`config.mk`:
```
export PLATFORM = sky130hd
export DESIGN_NAME = out_channel_reader_flat
export DESIGN_NICKNAME = d
export VERILOG_FILES = /design/src/rtl/out_channel_pkg.sv /design/src/rtl/out_channel_if.sv /design/src/rtl/out_ring.sv /design/src/rtl/out_channel_reader.sv /design/src/flat_wrapper.sv
export SDC_FILE = /design/constraint.sdc
export NUM_CORES = 1
export LEC_CHECK = 0
export ABC_CLOCK_PERIOD_IN_PS = 5300
export CORE_MARGIN = 2
export CORE_UTILIZATION = 30
export CTS_CLUSTER_DIAMETER = 100
export DETAILED_ROUTE_END_ITERATION = 16
export PLACE_DENSITY = 0.55
export SYNTH_ARGS = -nofsm -noshare
export SYNTH_HDL_FRONTEND = slang
export SYNTH_SLANG_ARGS = --single-unit
```
`constraint.sdc`:
```
create_clock -name clock -period 5.3 [get_ports clock]
set_input_delay 1.06 -clock clock [delete_from_list [all_inputs] [get_ports clock]]
set_output_delay 1.06 -clock clock [all_outputs]
set_load 0.01 [all_outputs]
```
`src/rtl/out_channel_pkg.sv`:
```
// Shared definitions for the out-channel reader: default word width, the word
// type and the ring pointer width helper.
package out_channel_pkg;

    localparam int MemoryElementWidth = 12;

    typedef logic [MemoryElementWidth-1:0] word_t;

    // A one-entry ring still needs a one-bit pointer.
    function automatic int ptr_width(input int depth);
        return (depth > 1) ? $clog2(depth) : 1;
    endfunction

endpackage

```
`src/rtl/out_channel_if.sv`:
```
// Valid/ready word channel used on both sides of the out-channel reader:
// the producer holds the master modport and the receiver holds the slave modport.
interface out_channel_if
    import out_channel_pkg::*;
#(
    parameter int Width = MemoryElementWidth
);
    logic             valid;
    logic             ready;
    logic [Width-1:0] data;

    modport master (output valid, output data, input ready);
    modport slave  (input valid, input data, output ready);
endinterface

```
`src/rtl/out_ring.sv`:
```
// Ring buffer for out-channel words: storage array, wrapping read/write
// pointers, occupancy count and full/empty flags. No bypass between ports.
module out_ring
    import out_channel_pkg::*;
#(
    parameter int Width = MemoryElementWidth,
    parameter int Depth = 4
) (
    input  logic             clock,
    input  logic             reset,
    input  logic             push,
    input  logic [Width-1:0] push_data,
    input  logic             pop,
    output logic [Width-1:0] head_data,
    output logic             full,
    output logic             empty,
    output logic             empty_next
);
    localparam int PtrWidth = ptr_width(Depth);
    localparam int CntWidth = $clog2(Depth + 1);
    localparam logic [PtrWidth-1:0] LastPtr = PtrWidth'(Depth - 1);
    localparam logic [CntWidth-1:0] FullCnt = CntWidth'(Depth);

    logic [Width-1:0]    mem [Depth];
    logic [PtrWidth-1:0] wp;
    logic [PtrWidth-1:0] rp;
    logic [CntWidth-1:0] cnt;
    logic [CntWidth-1:0] cnt_next;
    logic                do_push;
    logic                do_pop;

    assign full       = (cnt == FullCnt);
    assign empty      = (cnt == '0);
    assign do_push    = push && !full;
    assign do_pop     = pop && !empty;
    assign head_data  = mem[rp];
    assign empty_next = (cnt_next == '0);

    // NOTE: cnt_next takes its hold value before any branch, so every path
    // assigns it and no latch is inferred.
    always_comb begin
        cnt_next = cnt;
        if (do_push && !do_pop) begin
            cnt_next = cnt + CntWidth'(1);
        end else if (do_pop && !do_push) begin
            cnt_next = cnt - CntWidth'(1);
        end
    end

    // NOTE: non-blocking assignments let every flop sample pre-edge values,
    // independent of statement order within the block.
    always_ff @(posedge clock or negedge reset) begin
        if (!reset) begin
            wp  <= '0;
            rp  <= '0;
            cnt <= '0;
        end else begin
            if (do_push) begin
                wp <= (wp == LastPtr) ? '0 : wp + PtrWidth'(1);
            end
            if (do_pop) begin
                rp <= (rp == LastPtr) ? '0 : rp + PtrWidth'(1);
            end
            cnt <= cnt_next;
        end
    end

    // NOTE: the storage array has no reset; an entry is only read after a
    // push has written it, so clearing it would buy nothing.
    always_ff @(posedge clock) begin
        if (do_push) begin
            mem[wp] <= push_data;
        end
    end

endmodule

```
`src/rtl/out_channel_reader.sv`:
```
// Receiving end of the program out channel: rings engine words to a consumer,
// counts deliveries, tracks drain. Optional checker: OUT_CHANNEL_READER_CHECK_EN.
module out_channel_reader #(
    parameter int MemoryElementWidth = out_channel_pkg::MemoryElementWidth,
    parameter int NOut               = 4,
    parameter int CountWidth         = 16
) (
    input  logic                          clock,
    input  logic                          reset,
    out_channel_if.slave                  out_ch,
    out_channel_if.master                 rd_ch,
    input  logic                          finished,
    output logic [CountWidth-1:0]         word_count,
    output logic                          drained,
    input  logic [MemoryElementWidth-1:0] exp_data,
    output logic                          mismatch,
    output logic                          success
);
    import out_channel_pkg::*;

    localparam logic [CountWidth-1:0] CountMax = '1;

    logic                          push;
    logic                          pop;
    logic                          full;
    logic                          empty;
    logic                          empty_next;
    logic                          fin_seen;
    logic [MemoryElementWidth-1:0] head_data;

    assign push         = out_ch.valid && !full;
    assign pop          = rd_ch.ready && !empty;
    assign out_ch.ready = !full;
    assign rd_ch.valid  = !empty;
    assign rd_ch.data   = head_data;

    out_ring #(
        .Width (MemoryElementWidth),
        .Depth (NOut)
    ) u_ring (
        .clock      (clock),
        .reset      (reset),
        .push       (push),
        .push_data  (out_ch.data),
        .pop        (pop),
        .head_data  (head_data),
        .full       (full),
        .empty      (empty),
        .empty_next (empty_next)
    );

    always_ff @(posedge clock or negedge reset) begin
        if (!reset) begin
            fin_seen   <= 1'b0;
            word_count <= '0;
            drained    <= 1'b0;
        end else begin
            fin_seen <= fin_seen || finished;
            if (pop && (word_count != CountMax)) begin
                word_count <= word_count + CountWidth'(1);
            end
            // Next-state terms, so drained rises in the cycle after the last pop.
            drained <= (fin_seen || finished) && empty_next;
        end
    end

`ifdef OUT_CHANNEL_READER_CHECK_EN
    always_ff @(posedge clock or negedge reset) begin
        if (!reset) begin
            mismatch <= 1'b0;
        end else if (pop && (head_data != exp_data)) begin
            mismatch <= 1'b1;
        end
    end
`else
    logic unused_exp_data;
    assign unused_exp_data = ^exp_data;
    assign mismatch        = 1'b0;
`endif

    assign success = drained && !mismatch;

endmodule

```
`src/flat_wrapper.sv`:
```
// flat-port wrapper written by rule: the top's interface ports become plain ports
module out_channel_reader_flat import out_channel_pkg::*;
#(
    parameter int MemoryElementWidth = out_channel_pkg::MemoryElementWidth,
    parameter int NOut               = 4,
    parameter int CountWidth         = 16
)
  (clock, reset, finished, word_count, drained, exp_data, mismatch, success, out_ch_valid, out_ch_data, out_ch_ready, rd_ch_valid, rd_ch_data, rd_ch_ready);
  out_channel_if #(.Width((MemoryElementWidth))) out_ch_i ();
  out_channel_if #(.Width((MemoryElementWidth))) rd_ch_i ();
  input  logic clock;
  input  logic reset;
  input  logic finished;
  output logic [CountWidth-1:0] word_count;
  output logic drained;
  input  logic [MemoryElementWidth-1:0] exp_data;
  output logic mismatch;
  output logic success;
  input wire logic [$bits(out_ch_i.valid)-1:0] out_ch_valid;
  input wire logic [$bits(out_ch_i.data)-1:0] out_ch_data;
  output wire logic [$bits(out_ch_i.ready)-1:0] out_ch_ready;
  output wire logic [$bits(rd_ch_i.valid)-1:0] rd_ch_valid;
  output wire logic [$bits(rd_ch_i.data)-1:0] rd_ch_data;
  input wire logic [$bits(rd_ch_i.ready)-1:0] rd_ch_ready;
  assign out_ch_i.valid = out_ch_valid;
  assign out_ch_i.data = out_ch_data;
  assign out_ch_ready = out_ch_i.ready;
  assign rd_ch_valid = rd_ch_i.valid;
  assign rd_ch_data = rd_ch_i.data;
  assign rd_ch_i.ready = rd_ch_ready;
  out_channel_reader #(.MemoryElementWidth(MemoryElementWidth), .NOut(NOut), .CountWidth(CountWidth)) u_core (.clock(clock), .reset(reset), .out_ch(out_ch_i), .rd_ch(rd_ch_i), .finished(finished), .word_count(word_count), .drained(drained), .exp_data(exp_data), .mismatch(mismatch), .success(success));
endmodule
```
run_1/logic_types.png
The bar under the picture is 20 µm long.
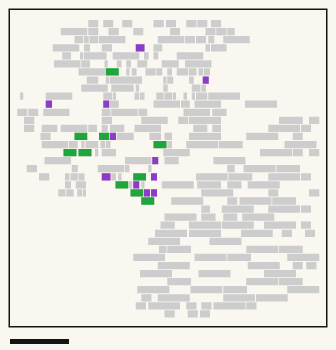
| family | colour | cells |
|---|---|---|
| adder and majority cells | green | 10 |
| AND and OR gates | purple | 11 |

run_1/flops_by_reg.png
The bar under the picture is 20 µm long. Other sequential cells in the stronger grey, the rest of the logic in the fainter grey.
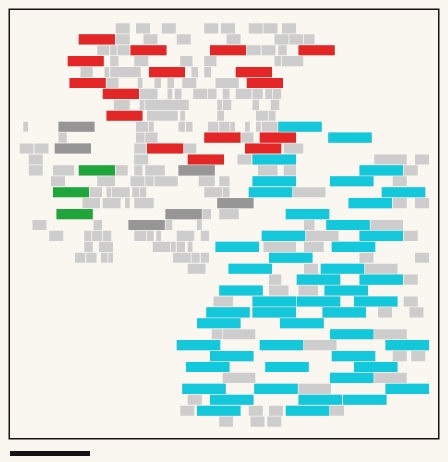
| netlist name | colour | flops |
|---|---|---|
| u_core.u_ring.cnt | green | 3 |
| u_core.u_ring.mem | cyan | 48 |
| u_core.word_count | red | 16 |

==> results.json, run 1 <==
{
  "outcome": "finished clean",
  "nMultiInputCombCells": 109,
  "reg2reg_slack_ns": 3.40,
  "clock_path_buffers": 2,
  "common_cells": "48 x edfxtp_1, 25 x dfrtp_1, 12 x mux4_2",
  "worst_slack_ns": 1.88,
  "numCtsBuffers": 9,
  "power.leakage_uw": 0.00144,
  "netlist.area_leader.share_pct": 45.7,
  "tightest_slew_ns": 0.874,
  "logic_family": "simple AND/OR/NAND/NOR gates",
  "top_layer": "met4",
  "grt.busiest_layer": "met2",
  "period_minus_slack_ns": 3.42,
  "layout_top_cells": "48 x clkdlybuf4s50_1, 48 x edfxtp_1, 25 x dfrtp_1",
  "coreArea_mm2": 0.0103,
  "synthArstFlopShare_pct": 34.2,
  "antenna_found_initial": 0,
  "fin_nets": 285,
  "end_kind": "primary output",
  "r2r-end": "u_core.u_ring.mem[1][11]",
  "drt_wl_total_um": 5700,
  "crit_type": "reg -> out",
  "synth-edff-count": 48,
  "gr-usage-met1_pct": 14.0,
  "setup_tns_ns": 0,
  "drt-met1-wl_um": 2710,
  "clkLatencyLatePin_ns": 0.34,
  "maxPowerGroup": "registers",
  "setup_viol": 0,
  "maxSlewViolCount": 0,
  "yosysTopAreaCell": "edfxtp_1",
  "path_max_fanout": 15,
  "gp_congestion": 0.762,
  "drc_errors": 0,
  "synth_nets": 232,
  "topCellsByArea": "edfxtp_1 46%, dfrtp_1 20%, mux4_2 8.6%",
  "hp-start": "u_core.fin_seen",
  "seq_power_share_pct": 44.4,
  "power.total_uw": 1930,
  "tapcell.inserted": 136
}
run_1/wires.png
The bar under the picture is 20 µm long.
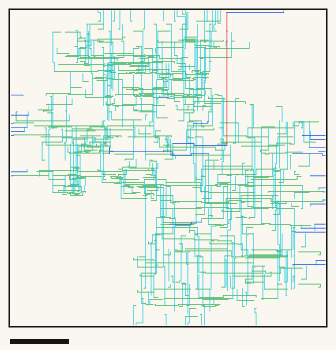
| layer | colour | wire length |
|---|---|---|
| metal 2 | cyan | 2750 µm |
| metal 1 | green | 2710 µm |
| metal 4 | red | 44.9 µm |
| metal 3 | blue | 202 µm |

run_1/detail.png
The bar under the picture is 5 µm long. Region (43, 65) to (63, 85) µm. Cells in grey, sequential cells in the stronger grey; small squares are vias.
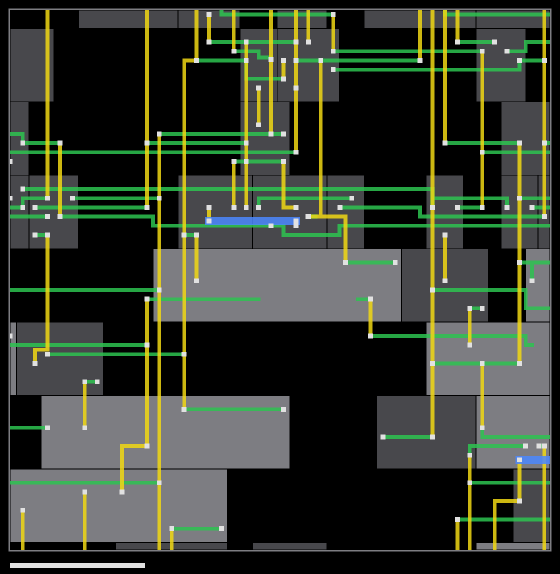
| layer | colour |
|---|---|
| metal 3 | blue |
| metal 1 | green |
| metal 2 | yellow |
most frequent: nand2_1 (3), dfrtp_1 (3), nor3_1 (2)
netlist names of flops here include: u_core.word_count (2), u_core.u_ring.rp (1)
cells with their middle in the window: 18
sequential cells in the window: 3

run_1/congestion.png
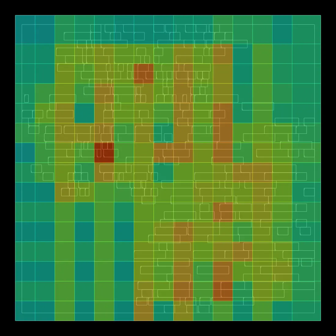

==> run 2, diff against run 1 <==
--- a/config.mk
+++ b/config.mk
@@ -5,12 +5,12 @@
 export SDC_FILE = /design/constraint.sdc
 export NUM_CORES = 1
 export LEC_CHECK = 0
-export ABC_CLOCK_PERIOD_IN_PS = 5300
+export ABC_CLOCK_PERIOD_IN_PS = 2850
 export CORE_MARGIN = 2
 export CORE_UTILIZATION = 30
 export CTS_CLUSTER_DIAMETER = 100
 export DETAILED_ROUTE_END_ITERATION = 16
-export PLACE_DENSITY = 0.55
+export PLACE_DENSITY = 0.57
 export SYNTH_ARGS = -nofsm -noshare
 export SYNTH_HDL_FRONTEND = slang
 export SYNTH_SLANG_ARGS = --single-unit
==> constraint.sdc (replaced) <==
create_clock -name clock -period 2.85 [get_ports clock]
set_input_delay 0.57 -clock clock [delete_from_list [all_inputs] [get_ports clock]]
set_output_delay 0.57 -clock clock [all_outputs]
set_load 0.01 [all_outputs]
run_2/congestion.png
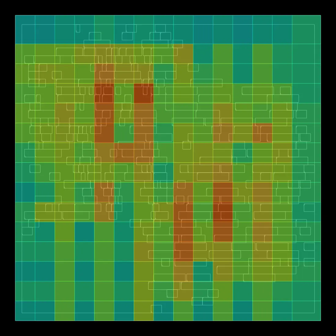
met1 Usage GRT: 14.7%
final core utilization: 39.0%
Top Usage Layer GRT: met2
met2 GRT Util: 16.9%

==> run 2 against run 1 <==
  * Sequential share of layout area is 0.47 points lower
  * Global-route usage is 0.44 points higher
  * Clock power is 87% higher
  * Synthesized cell count stayed put
  * Utilization is 0.35 points higher
  * Clock skew is 0.00082 ns higher
  * Register-to-register slack worse by 2.4 ns
  * Sequential power is 81% higher
==> results.json, run 2 <==
{
  "fin_nets": 290,
  "setup_tns_ns": 0,
  "period_minus_slack_ns": 2.66,
  "max_freq_mhz": 376,
  "outcome": "finished clean",
  "worst_slack_ns": 0.188,
  "setup_viol": 0,
  "final_area_mm2": 0.00401,
  "stdcell_count": 393,
  "clkLatencyLatePin_ns": 0.34,
  "crit_type": "reg -> out",
  "reg_top3": "u_core.u_ring.mem (48), u_core.word_count (16), u_core.u_ring.cnt (3)",
  "maxSlewViolCount": 0,
  "drt_wl_total_um": 5750,
  "seq_share_pct": 51.5,
  "gp_congestion": 0.722,
  "ios": 62,
  "clock_path_buffers": 2,
  "drc_errors": 0,
  "place_hpwl_um": 3800,
  "seq-power_uw": 1550,
  "coreArea_mm2": 0.0103,
  "maxPowerGroup": "registers",
  "antenna_found_initial": 0,
  "netlist.area_leader.share_pct": 45.7,
  "numCtsBuffers": 9,
  "seq_power_share_pct": 42.7,
  "common_cells": "48 x edfxtp_1, 25 x dfrtp_1, 12 x mux4_2",
  "grt_pass1_wl_um": 9600,
  "ff_type": "edfxtp_1",
  "end_kind": "primary output",
  "topCellsByArea": "edfxtp_1 46%, dfrtp_1 20%, mux4_2 8.6%",
  "synth-edff-count": 48,
  "power.leakage_uw": 0.00147,
  "yosysTopAreaCell": "edfxtp_1",
  "tapcell.inserted": 136,
  "hp-start": "u_core.fin_seen",
  "clkPwrFrac_pct": 22.7,
  "tightest_slew_ns": 0.638,
  "top_layer": "met4",
  "layout_top_cells": "48 x clkdlybuf4s50_1, 48 x edfxtp_1, 25 x dfrtp_1",
  "r2r-end": "u_core.word_count[14]",
  "logic_family": "simple AND/OR/NAND/NOR gates",
  "reg2reg_slack_ns": 1.01,
  "power.total_uw": 3620,
  "synth_nets": 232,
  "path_max_fanout": 12,
  "seq_cells": 73,
  "largest_reg_flops": 48
}
Power is estimated from default activity; no workload was simulated.
